[src/rtl/noc_sched_pkg.sv]
// Shared definitions for the 4-port NOC switch transfer scheduler:
// port indices, FSM state encoding and a one-hot helper.
package noc_sched_pkg;

    localparam int NPORT = 4;
    localparam int IDX_W = 2;

    localparam logic [IDX_W-1:0] PORT_A = 2'd0;
    localparam logic [IDX_W-1:0] PORT_B = 2'd1;
    localparam logic [IDX_W-1:0] PORT_C = 2'd2;
    localparam logic [IDX_W-1:0] PORT_D = 2'd3;

    typedef enum logic [1:0] {
        IDLE    = 2'd0,
        CFG     = 2'd1,
        XFER    = 2'd2,
        RELEASE = 2'd3
    } state_t;

    function automatic logic [NPORT-1:0] onehot(input logic [IDX_W-1:0] idx);
        logic [NPORT-1:0] vec;
        vec      = '0;
        vec[idx] = 1'b1;
        return vec;
    endfunction

endpackage

[src/rtl/rr_arbiter4.sv]
// Combinational 4-way round-robin pick: first requester at or after ptr,
// scanning upward modulo 4.
module rr_arbiter4
    import noc_sched_pkg::*;
(
    input  logic [NPORT-1:0] req,
    input  logic [IDX_W-1:0] ptr,
    output logic [IDX_W-1:0] win_idx,
    output logic             any_req
);

    always_comb begin
        // NOTE: every output gets a default before the loop so no path leaves it unassigned (no latch).
        win_idx = ptr;
        any_req = |req;
        // Walk from the farthest offset down so the nearest requester is written last and wins.
        for (int i = NPORT - 1; i >= 0; i--) begin
            if (req[ptr + IDX_W'(i)]) begin
                win_idx = ptr + IDX_W'(i);
            end
        end
    end

endmodule

[src/rtl/noc_rr_scheduler.sv]
// Round-robin transfer scheduler: picks a source port, latches its request,
// and sequences CNFG / LOAD / enables of the NOC switch for one burst.
module noc_rr_scheduler
    import noc_sched_pkg::*;
#(
    parameter int LEN_W = 4
) (
    input  logic                   CLK,
    input  logic                   RES,
    input  logic [NPORT-1:0]       req,
    input  logic [NPORT*IDX_W-1:0] req_dest,
    input  logic [NPORT*LEN_W-1:0] req_len,
    output logic [NPORT-1:0]       gnt,
    output logic [IDX_W-1:0]       In_add,
    output logic [IDX_W-1:0]       out_add,
    output logic                   CNFG,
    output logic                   LOAD,
    output logic [NPORT-1:0]       en,
    output logic                   busy,
    output logic                   done
);

    state_t           state;
    logic [IDX_W-1:0] rr_ptr;
    logic [IDX_W-1:0] win_idx;
    logic [IDX_W-1:0] dest;
    logic [LEN_W-1:0] cnt;
    logic [IDX_W-1:0] arb_win;
    logic             arb_any;

    rr_arbiter4 u_arb (
        .req     (req),
        .ptr     (rr_ptr),
        .win_idx (arb_win),
        .any_req (arb_any)
    );

    // NOTE: all state and outputs update with non-blocking assignments so every read sees pre-edge values.
    always_ff @(posedge CLK) begin
        if (RES) begin
            state   <= IDLE;
            rr_ptr  <= '0;
            win_idx <= '0;
            dest    <= '0;
            cnt     <= '0;
            gnt     <= '0;
            In_add  <= '0;
            out_add <= '0;
            CNFG    <= 1'b0;
            LOAD    <= 1'b0;
            en      <= '0;
            busy    <= 1'b0;
            done    <= 1'b0;
        end else begin
            case (state)
                IDLE: begin
                    if (arb_any) begin
                        win_idx <= arb_win;
                        dest    <= req_dest[IDX_W*arb_win +: IDX_W];
                        cnt     <= req_len[LEN_W*arb_win +: LEN_W];
                        gnt     <= onehot(arb_win);
                        In_add  <= arb_win;
                        out_add <= req_dest[IDX_W*arb_win +: IDX_W];
                        CNFG    <= 1'b1;
                        busy    <= 1'b1;
                        state   <= CFG;
                    end
                end
                CFG: begin
                    CNFG  <= 1'b0;
                    LOAD  <= 1'b1;
                    en    <= onehot(dest);
                    state <= XFER;
                end
                XFER: begin
                    // cnt starts at len, so exit on zero gives len+1 load cycles.
                    if (cnt == '0) begin
                        LOAD  <= 1'b0;
                        en    <= '0;
                        gnt   <= '0;
                        done  <= 1'b1;
                        state <= RELEASE;
                    end else begin
                        cnt <= cnt - 1'b1;
                    end
                end
                RELEASE: begin
                    done    <= 1'b0;
                    busy    <= 1'b0;
                    In_add  <= '0;
                    out_add <= '0;
                    rr_ptr  <= win_idx + 1'b1;
                    state   <= IDLE;
                end
                default: state <= IDLE;
            endcase
        end
    end

endmodule

[config.mk]
export PLATFORM = sky130hd
export DESIGN_NAME = noc_rr_scheduler
export DESIGN_NICKNAME = d
export VERILOG_FILES = /design/src/rtl/noc_sched_pkg.sv /design/src/rtl/rr_arbiter4.sv /design/src/rtl/noc_rr_scheduler.sv
export SDC_FILE = /design/constraint.sdc
export NUM_CORES = 1
export LEC_CHECK = 0
export CAP_MARGIN = 20
export CORE_MARGIN = 2
export CORE_UTILIZATION = 48
export DETAILED_ROUTE_END_ITERATION = 7
export GPL_TIMING_DRIVEN = 1
export PLACE_DENSITY = 0.79
export SLEW_MARGIN = 0
export SYNTH_ARGS = -nofsm -noshare
export SYNTH_HDL_FRONTEND = slang
export SYNTH_SLANG_ARGS = --single-unit
[constraint.sdc]
create_clock -name CLK -period 2.7 [get_ports CLK]
set_input_delay 0.54 -clock CLK [delete_from_list [all_inputs] [get_ports CLK]]
set_output_delay 0.54 -clock CLK [all_outputs]
set_load 0.02 [all_outputs]
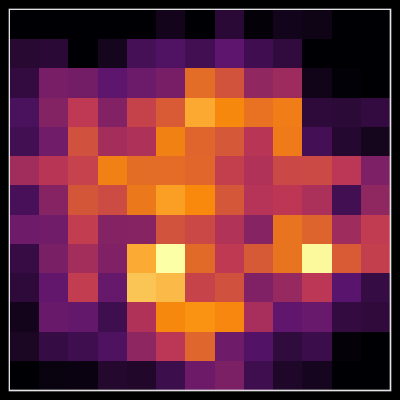
**Above:** run 1 (wire density map).
(6 px per um) 13 x 13 tiles, from black (low) to pale yellow (high), scaled to the fullest tile. Values are wire area over tile area, all layers added.
emptiest ninth of the die: upper right
tiles over half the peak: 31%
densest ninth of the die: center
mean over tiles: 0.18
nearly empty tiles: 12%
fullest tile: 0.53
vias: 1705
post-DR wirelength/cell: 15.0 um

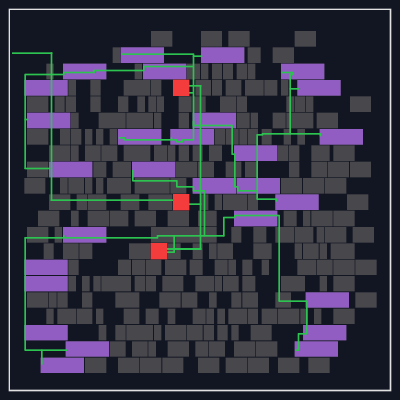
**Above:** run 1 (routed clock nets over the placement).
(6 px per um)
[clock-net drivers] red | count: 3
[flip-flops] purple | count: 28
[clock wires] green | length: 381 um
routed clock nets: 4
clock share of power: 14.8%
worst skew pair latency: 0.35 ns
Max Clock Skew: 0.00960 ns

==> Slide: Implementation Results, run 1 <==
Synthesis and Place & Route Summary

Status
  – Status: complete, no violations

Clock tree
  – Post-CTS Setup Bufs: 0
  – CTS max path bufs: 2
  – Post-CTS sizing: 0
  – Worst-path clk slew: 0.17 ns
  – Cts hold-fix bufs: 0
  – CTS H-Tree Depth: 1
  – TritonCTS clock tree: built
  – Num Clock Sinks: 28

Layout
  – Top class by area: multi-input combinational cells
  – Flop count: 28
  – Most frequent logic cells in the routed design: 45 x clkdlybuf4s50_1, 28 x dfxtp_1, 26 x nor2_1
  – # diodes: 0
  – Area grow syn2layout: 34.1%
  – Most frequent logic cell in the layout: clkdlybuf4s50_1
  – NumNets Final: slightly below 300
  – Buffers, non-clock: between 50 and 60
  – Seq area share: 24.8%
  – Combinational share of cell area: 45.2%
  – Comb area: 0.00102 mm^2
  – Comb gates: 160
  – Finished Cell Area: approximately 0.0023 mm^2

Hold path
  – Hold Crit Depth: 2
  – Hold Path End: en[3]

STA
  – F_max: 429 MHz
  – Max-slew violations: 0
  – Final period util: 86.4%
  – Min cycle time layout: 2.33 ns
  – Actual slew at the worst max-slew pin: 0.653 ns
  – Setup_tns: 0 ns
  – Final Hold Viols: 0

Routing
  – First DRT Iteration DRCs: 97
  – Drt pass-1 iters: 4
  – Vias/cell: between 5 and 6
  – Met2 wire length: 2100 um
  – Met3 routed WL: 246 um
  – DRC: 0

Setup path
  – WP buf/inv: 1
  – Critical path type: in2reg
  – Crit path to: out_add[0]
  – Crit-path cells: clkdlybuf4s50_1, o31ai_1, nand3_2, mux2i_1, mux2_2, o41ai_2
  – CP startpoint: req[3]
  – Worst Path Max Fanout: 10
  – Max incr delay on CP: approximately 0.6 ns
  – Number of stages on the worst setup path: 6
  – Worst Reg-to-Reg Cells: 7
  – Slowest stage cell, crit path: clkdlybuf4s50_1
  – R2r startpoint: state[0]
  – Req. time, crit path: about 3.0 ns
  – Crit path DAT: 2.60 ns
  – CP Capture Type: register
  – Setup slack, reg-to-reg: roughly 0.65 ns
  – Cell family with most CP delay: AND-OR/OR-AND gates
  – RR Endpoint: cnt[0]

Power and ir drop
  – Pwr dens: 865 mW/mm^2
  – Switch share: 41.5%
  – Power in combinational cells: between 1 and 1.5 mW
  – Comb pwr share: 52.5%
  – VDD IR max: approximately 0.00046 V
  – Int Pwr: 1.15 mW
  – Clock net power: just under 0.3 mW
  – Overall power: 1.96 mW
  – Top power group: combinational cells

Synth
  – Yosys Instances: 212
  – Yosys Chip Area: 0.00169 mm^2
  – Syn_nets: 247
  – Top-count cell post-synth: dfxtp_1
  – Seq/Total Area, Yosys: 33.2%
  – Leading post-synthesis cells by instance count: 28 x dfxtp_1, 26 x nor2_1, 17 x a21oi_1, 17 x nand2_1
  – Number of flops mapped to enable cells by yosys: 0
  – Leading area contributor after synthesis: dfxtp_1
  – Post-synthesis cell count: between 200 and 250
  – Synth Flop Type: dfxtp_1
  – Dominant cell area share: 33.2%
  – Synth Register Bits: 28
  – Cell area leaders: dfxtp_1 33%, nor2_1 5.8%, a21oi_1 5.0%

Place
  – Post-DP Area: between 0.002 and 0.0025 mm^2
  – Hpwl dp: between 3000 and 4000 um
  – Final Wtd Congestion: 0.956

Global routing
  – Met1 usage: about 30%
  – Total grt overflow: 0
  – Vias in the first global route: 1636
  – Met2 Use GR: 40.3%
  – Top Usage Layer GRT: met2

Floorplanning
  – Die H: approximately 63 um
  – I/O Pins: 46
  – Chip area: roughly 0.004 mm^2
  – Die extent in x: 63.3 um
  – Core ar.: 0.00336 mm^2
  – Tapcell Cnt: 46

Flow run
  – Tool warning count: 29
  – Max-cap check violation count: 0
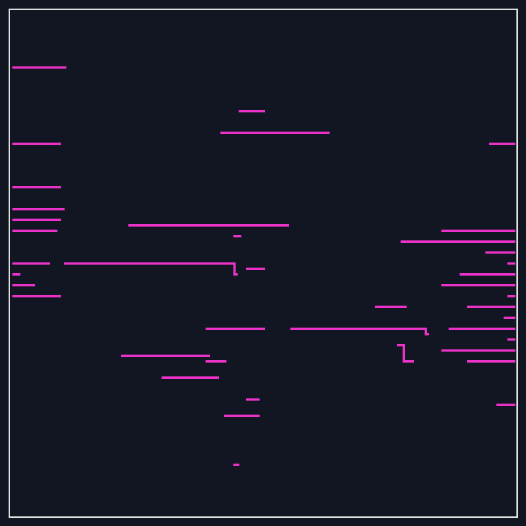
**Above:** run 1 (signal wires on met3).
(8 px per um)
share of all routed wire: 5.4%
nets with wire on the layer: 36
wire length on this layer: 247 um
Routed WL: 4580 um
GRT met3 Usage: 3.57%

-- run 1: metrics by stage --
step | hold WS [ns] | std cells | util [%] | setup WS [ns]
after floorplan | 0.462 | 212 | - | 0.617
after global placement | 0.460 | 301 | 65.7 | 0.112
after detailed placement | 0.462 | 301 | 65.7 | 0.0473
after CTS | 0.482 | 305 | 67.3 | 0.389
after global routing | 0.506 | 305 | 67.3 | 0.207
final | 0.481 | 305 | 67.3 | 0.367
-- run 1: cells by family (layout without fill, tap and decap cells) --
kind of cell,count (synthesis),after routing,synth area share [%]
flops,28,28,33.2
buf+inv,24,71,6.23
compound gates,69,69,27.7
simple gates,76,76,23.1
fa+ha+maj,5,5,3.71
xor+xnor,1,1,0.519
mux,9,9,5.56
==> inputs of run 2 (changes only) <==
--- a/config.mk
+++ b/config.mk
@@ -7,10 +7,10 @@
 export LEC_CHECK = 0
 export CAP_MARGIN = 20
 export CORE_MARGIN = 2
-export CORE_UTILIZATION = 48
+export CORE_UTILIZATION = 43
 export DETAILED_ROUTE_END_ITERATION = 7
 export GPL_TIMING_DRIVEN = 1
-export PLACE_DENSITY = 0.79
+export PLACE_DENSITY = 0.74
 export SLEW_MARGIN = 0
 export SYNTH_ARGS = -nofsm -noshare
 export SYNTH_HDL_FRONTEND = slang
==> constraint.sdc (replaced) <==
create_clock -name CLK -period 2.1 [get_ports CLK]
set_input_delay 0.42 -clock CLK [delete_from_list [all_inputs] [get_ports CLK]]
set_output_delay 0.42 -clock CLK [all_outputs]
set_load 0.02 [all_outputs]
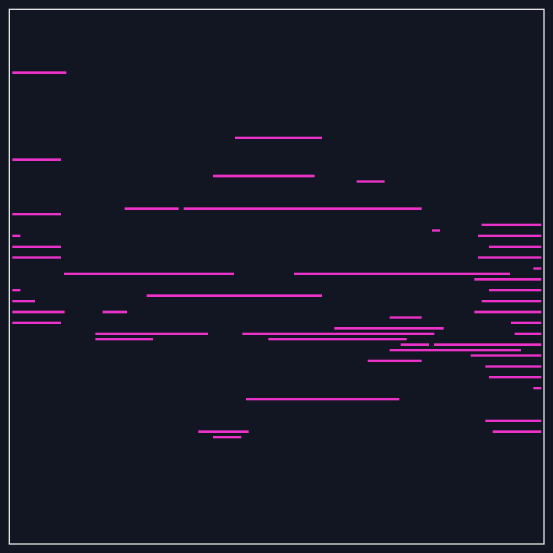
**Above:** run 2 (signal wires on met3).
(8 px per um)
nets with wire on the layer: 47
main direction: horizontal
longest straight run: 29.4 um
share of all routed wire: 9.2%
wire length on this layer: 425 um
Routed WL: 4610 um
vias: 1797

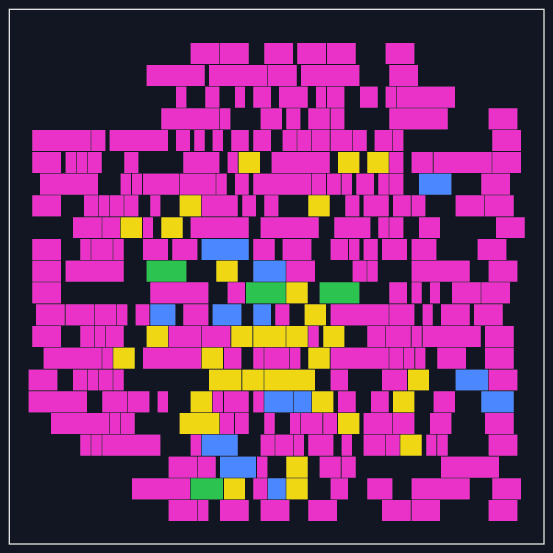
**Above:** run 2 (drive-strength map).
(8 px per um)
[x1 and smaller] magenta | cells: 228 | most used: clkdlybuf4s50_1
[x6 and larger] green | cells: 4 | most used: clkbuf_8
[x3 and x4] yellow | cells: 31 | most used: buf_4
[x2] blue | cells: 13 | most used: mux2_2
Finished Cell Area: 0.00241 mm^2
Buffers, non-clock: 73
area grow syn2layout: 43.1%
fin worst setup slack: 0.0661 ns

==> Slide: Implementation Results, run 2 <==
Synthesis and Place & Route Summary

Status
  – Status: complete, no violations

Setup path
  – Critical path type: in2reg
  – Req. time, crit path: 2.29 ns (-0.68 ns)
  – Crit path DAT: 2.22 ns (-0.38 ns)
  – Slowest stage cell, crit path: clkdlybuf4s50_1
  – R2r startpoint: state[0]
  – Crit path to: out_add[0]
  – Number of stages on the worst setup path: 6 (unchanged)
  – CP startpoint: req[0]
  – Worst Path Max Fanout: 4 (-6)
  – Worst Reg-to-Reg Cells: 7 (unchanged)
  – Cell family with most CP delay: AND-OR/OR-AND gates
  – WP buf/inv: 1 (unchanged)
  – Max incr delay on CP: 0.47 ns (-0.13 ns)

Layout
  – Layout Utilization: 65.0% (-2.3 points)
  – Most frequent logic cells in the routed design: 44 x clkdlybuf4s50_1, 28 x dfxtp_1, 27 x buf_4
  – Most frequent logic cell in the layout: clkdlybuf4s50_1
  – # diodes: 0 (unchanged)
  – Final Non-Filler Cells: 324 (+6.2%)

Place
  – Final Wtd Congestion: 0.950 (-0.65%)
  – Post-DP Area: 0.00235 mm^2 (+6.2%)
  – Pre-CTS WS: -0.328 ns (-0.375 ns)
  – Port-buffer cells: approximately 45
  – Placed Instances: 321 (+6.6%)
  – Hpwl dp: 3560 um (+0.28%)

Flow run
  – Max-cap check violation count: 0 (unchanged)
  – Tool warning count: 30 (+3.4%)

Synth
  – Post-synth mux share: 5.56% (unchanged)
  – Top-count cell post-synth: dfxtp_1
  – XOR Share, Synth: 0.519% (unchanged)
  – Syn_nets: 247 (unchanged)
  – Post-Synth Simple-Gate Area: 23.1% (unchanged)
  – Synth Register Bits: 28 (unchanged)
  – Complex Gates by Area: 27.7% (unchanged)
  – Post-synthesis cell count: 212 (unchanged)
  – Synth Flop Type: dfxtp_1
  – Yosys Chip Area: 0.00169 mm^2 (unchanged)
  – Dominant cell area share: 33.2% (unchanged)
  – Leading post-synthesis cells by instance count: 28 x dfxtp_1, 26 x nor2_1, 17 x a21oi_1, 17 x nand2_1
  – Yosys Instances: 212 (unchanged)
  – Cell area leaders: dfxtp_1 33%, nor2_1 5.8%, a21oi_1 5.0%
  – Seq/Total Area, Yosys: 33.2% (unchanged)
  – Adders+Majority by Area: 3.71% (unchanged)
  – Leading area contributor after synthesis: dfxtp_1
  – Main logic family: AND-OR/OR-AND gates

Clock tree
  – Cts hold-fix bufs: 0 (unchanged)
  – CTS H-Tree Depth: 1 (unchanged)
  – Post-CTS Setup Bufs: 0 (unchanged)
  – Worst-path clk slew: 0.09 ns (-0.08 ns)
  – Post-CTS sizing: 2 (+2)
  – Num Clock Sinks: 28 (unchanged)
  – CTS max path bufs: 2 (unchanged)
  – Worst skew pair latency: 0.27 ns (-0.08 ns)
  – TritonCTS clock tree: built

Global routing
  – Met1 usage: 30.3% (-0.27 points)
  – Top Usage Layer GRT: met2
  – Vias in the first global route: 1709 (+4.5%)
  – GRT met3 Usage: 4.22% (+0.65 points)
  – Total grt overflow: 0 (unchanged)

Power and ir drop
  – Comb pwr share: 57.0% (+4.5 points)
  – Pwr dens: 1070 mW/mm^2 (+23%)
  – Overall power: 2.57 mW (+31%)
  – VDD IR max: 0.000630 V (+37%)
  – Clock share of power: 11.0% (-3.8 points)

STA
  – Final period util: between 90 and 100%
  – Setup_tns: 0 ns (unchanged)
  – F_max: 492 MHz
  – Max Clock Skew: 0.00462 ns (-0.00498 ns)
  – Final hold slack: 0.474 ns (-0.00617 ns)
  – Final Hold Viols: 0 (unchanged)

Hold path
  – Hold Crit Depth: 2 (unchanged)

Routing
  – Post-DR wirelength/cell: 14.2 um (-5.4%)
  – Drt pass-1 iters: 4 (unchanged)
  – First DRT Iteration DRCs: 114 (+18%)

Floorplanning
  – Core ar.: 0.00372 mm^2 (+10%)
  – I/O Pins: 46 (unchanged)
  – Die H: 66.7 um (+5.3%)
  – Die extent in x: 66.7 um (+5.3%)
==> run 2: cell counts after synthesis <==
No cell type changed its count.
==> run 2: power groups by stage <==
stage / sequential [mW] / combinational [mW] / clock, mW
2_1_floorplan: 0.896 / 0.809 / 0
3_3_place_gp: 0.829 / 1.41 / 0
3_5_place_dp: 0.829 / 1.44 / 0
4_1_cts: 0.820 / 1.45 / 0.300
5_1_grt: 0.844 / 1.61 / 0.318
6_report: 0.823 / 1.47 / 0.284
==> run 2: final cells by class <==
type / instances / area (um^2)
timing repair buffer: 73 / 663
sequential: 28 / 561
fill: 330 / 1300
clock buffer: 3 / 41.3
multi-input combinational: 160 / 1040
inverter: 12 / 45.0
tap: 48 / 60.1
==> inputs of run 3 (changes only) <==
--- a/config.mk
+++ b/config.mk
@@ -11,6 +11,7 @@
 export DETAILED_ROUTE_END_ITERATION = 7
 export GPL_TIMING_DRIVEN = 1
 export PLACE_DENSITY = 0.74
+export RECOVER_POWER = 50
 export SLEW_MARGIN = 0
 export SYNTH_ARGS = -nofsm -noshare
 export SYNTH_HDL_FRONTEND = slang
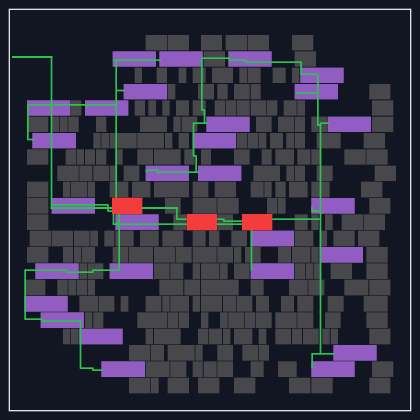
**Above:** run 3 (routed clock nets over the placement).
(6 px per um)
[flip-flops] purple | count: 28
[clock wires] green | length: 350 um
[clock-net drivers] red | count: 3
flops lie: widely spread
Clock net power: 0.284 mW
Max Clock Skew: 0.00455 ns

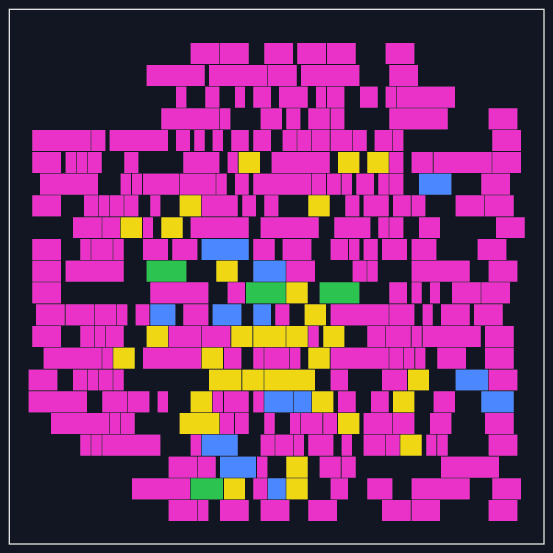
**Above:** run 3 (drive-strength map).
(8 px per um)
[x1 and smaller] magenta | cells: 228 | most used: clkdlybuf4s50_1
[x3 and x4] yellow | cells: 31 | most used: buf_4
[x6 and larger] green | cells: 4 | most used: clkbuf_8
[x2] blue | cells: 13 | most used: mux2_2
fin worst setup slack: 0.0699 ns

==> Slide: Implementation Results, run 3 <==
Synthesis and Place & Route Summary

STA
  – Setup_tns: 0 ns (unchanged)
  – Final period util: 96.7% (-0.18 points)
  – Final hold slack: 0.471 ns (-0.00345 ns)
  – F_max: 493 MHz (+0.19%)
  – Final Hold Viols: 0 (unchanged)

Synth
  – Number of flops mapped to enable cells by yosys: 0
  – Synth Flop Type: dfxtp_1
  – Main logic family: AND-OR/OR-AND gates
  – Leading post-synthesis cells by instance count: 28 x dfxtp_1, 26 x nor2_1, 17 x a21oi_1, 17 x nand2_1
  – Leading area contributor after synthesis: dfxtp_1
  – XOR Share, Synth: 0.519% (unchanged)
  – Top-count cell post-synth: dfxtp_1
  – Adders+Majority by Area: 3.71% (unchanged)
  – Cell area leaders: dfxtp_1 33%, nor2_1 5.8%, a21oi_1 5.0%
  – Yosys Instances: 212 (unchanged)
  – Ys Warns: 0
  – Post-synthesis cell count: 212 (unchanged)
  – Complex Gates by Area: 27.7% (unchanged)
  – Seq/Total Area, Yosys: 33.2% (unchanged)
  – Avg Cell Area, Syn: 7.96 um^2
  – Syn_nets: 247 (unchanged)
  – Synth Register Bits: 28 (unchanged)
  – Post-synth mux share: 5.56% (unchanged)
  – Dominant cell area share: 33.2% (unchanged)
  – Post-Synth Simple-Gate Area: 23.1% (unchanged)
  – Yosys Chip Area: 0.00169 mm^2 (unchanged)

Layout
  – Top class by area: multi-input combinational cells
  – # diodes: 0 (unchanged)
  – Final Non-Filler Cells: 324 (unchanged)
  – Tally of filler cells in the layout: 330 (unchanged)
  – Buffers, non-clock: 73 (unchanged)
  – Comb gates: 160 (unchanged)
  – Top Registers: cnt: 4 flops, en: 4 flops, gnt: 4 flops
  – NonClk Buf Share: 27.5% (unchanged)
  – Comb area: 0.00104 mm^2 (unchanged)
  – ClkCell Share: 1.71% (unchanged)
  – Finished Cell Area: 0.00241 mm^2 (unchanged)
  – Register area: 561 um^2 (unchanged)
  – Seq area share: 23.2% (unchanged)
  – Clock buffer cells: 3 (unchanged)
  – Flop count: 28 (unchanged)
  – NumNets Final: 313
  – Most frequent logic cell in the layout: clkdlybuf4s50_1
  – Most frequent logic cells in the routed design: 31 x clkdlybuf4s50_1, 28 x dfxtp_1, 27 x buf_4
  – Area grow syn2layout: 43.1% (unchanged)
  – Combinational share of cell area: 43.3% (unchanged)
  – Non-CTS inverters: 12 (unchanged)

Floorplanning
  – Chip area: 0.00444 mm^2
  – Die H: 66.7 um (unchanged)
  – I/O Pins: 46 (unchanged)
  – Die extent in x: 66.7 um (unchanged)
  – Tapcell Cnt: 48 (unchanged)
  – Row cnt: 22
  – Core ar.: 0.00372 mm^2 (unchanged)
  – FP Util: about 45%

Power and ir drop
  – Clock share of power: 11.1% (about the same)
  – Power in combinational cells: 1.44 mW (about the same)
  – Top power group: combinational cells
  – Psw: between 1 and 1.5 mW
  – Seq. pwr: 0.820 mW (about the same)
  – Flop pwr share: 32.2%
  – VDD IR max: 0.000629 V (-0.17%)
  – Pwr dens: 1050 mW/mm^2 (-0.98%)
  – Int Pwr: approximately 1.5 mW
  – Comb pwr share: 56.7% (-0.3 points)

Clock tree
  – Worst skew pair latency: 0.27 ns (about the same)
  – Post-CTS sizing: 2 (unchanged)
  – TritonCTS clock tree: built
  – Cts hold-fix bufs: 0 (unchanged)
  – Num Clock Sinks: 28 (unchanged)
  – CTS max path bufs: 2 (unchanged)
  – CTS H-Tree Depth: 1 (unchanged)
  – Post-CTS Setup Bufs: 0 (unchanged)
  – Worst-path clk slew: 0.09 ns (about the same)

Routing
  – First DRT Iteration DRCs: 124 (+8.8%)
  – Post-DR wirelength/cell: 14.2 um (about the same)
  – Vias: 1788 (-0.50%)
  – Drt pass-1 iters: 4 (unchanged)
  – Routed WL: 4610 um (about the same)
  – Vias/cell: between 5 and 6

Setup path
  – Req. time, crit path: 2.28 ns (about the same)
  – Worst Path Max Fanout: 4 (unchanged)
  – Cell family with most CP delay: AND-OR/OR-AND gates
  – Crit path DAT: 2.22 ns (about the same)
  – Critical path type: in2reg
  – Crit-path cells: clkdlybuf4s50_1, nor2b_1, o21ai_1, and3_4, mux2_2, o41ai_2
  – Slowest stage cell, crit path: clkdlybuf4s50_1
  – Max incr delay on CP: 0.47 ns (about the same)
  – WP buf/inv: 1 (unchanged)
  – R2r startpoint: state[0]
  – CP startpoint: req[0]
  – Worst Reg-to-Reg Cells: 7 (unchanged)
  – Crit path to: out_add[0]
  – Number of stages on the worst setup path: 6 (unchanged)

Status
  – Status: complete, no violations

Global routing
  – First-pass GRT wire length: about 7900 um
  – Vias in the first global route: 1709 (unchanged)
  – Total grt overflow: 0 (unchanged)
  – Met1 usage: 30.3% (unchanged)
  – Initial antenna violation count: 0
  – GRT met3 Usage: 4.22% (unchanged)
  – Top Usage Layer GRT: met2

Place
  – Post-DP Area: 0.00235 mm^2 (unchanged)
  – Final Wtd Congestion: 0.950 (unchanged)
  – Port-buffer cells: 45 (unchanged)
  – Placed Instances: 321 (unchanged)
  – Hpwl dp: 3560 um (unchanged)
  – Pre-CTS WS: -0.328 ns (unchanged)

Flow run
  – Max-cap check violation count: 0 (unchanged)
  – Tool warning count: 30 (unchanged)

Hold path
  – Hold Crit Depth: 2 (unchanged)
[run 3: per-layer routing]
layer,up-vias,wire length (um)
met4,0,38
li1,901,-
met1,817,2050
met3,4,396
met2,66,2130
met5,-,0
[run 3: stage by stage]
stage	util, %	power [mW]
final	65.0	2.55
after global routing	65.0	2.75
after CTS	64.3	2.57
after floorplan	-	1.71
after global placement	63.2	2.24
after detailed placement	63.2	2.27
[run 3: how the worst min path moves through the flow]
stage	startpoint	slack (ns)	to
5_1_grt	In_add[0]	0.50	In_add[0]
3_5_place_dp	done	0.46	done
6_report	done	0.47	done
3_3_place_gp	en[3]	0.46	en[3]
2_1_floorplan	win_idx[0]	0.46	win_idx[0]
4_1_cts	done	0.48	done
Power figures rest on the tool's default switching activity, not on a simulated workload.
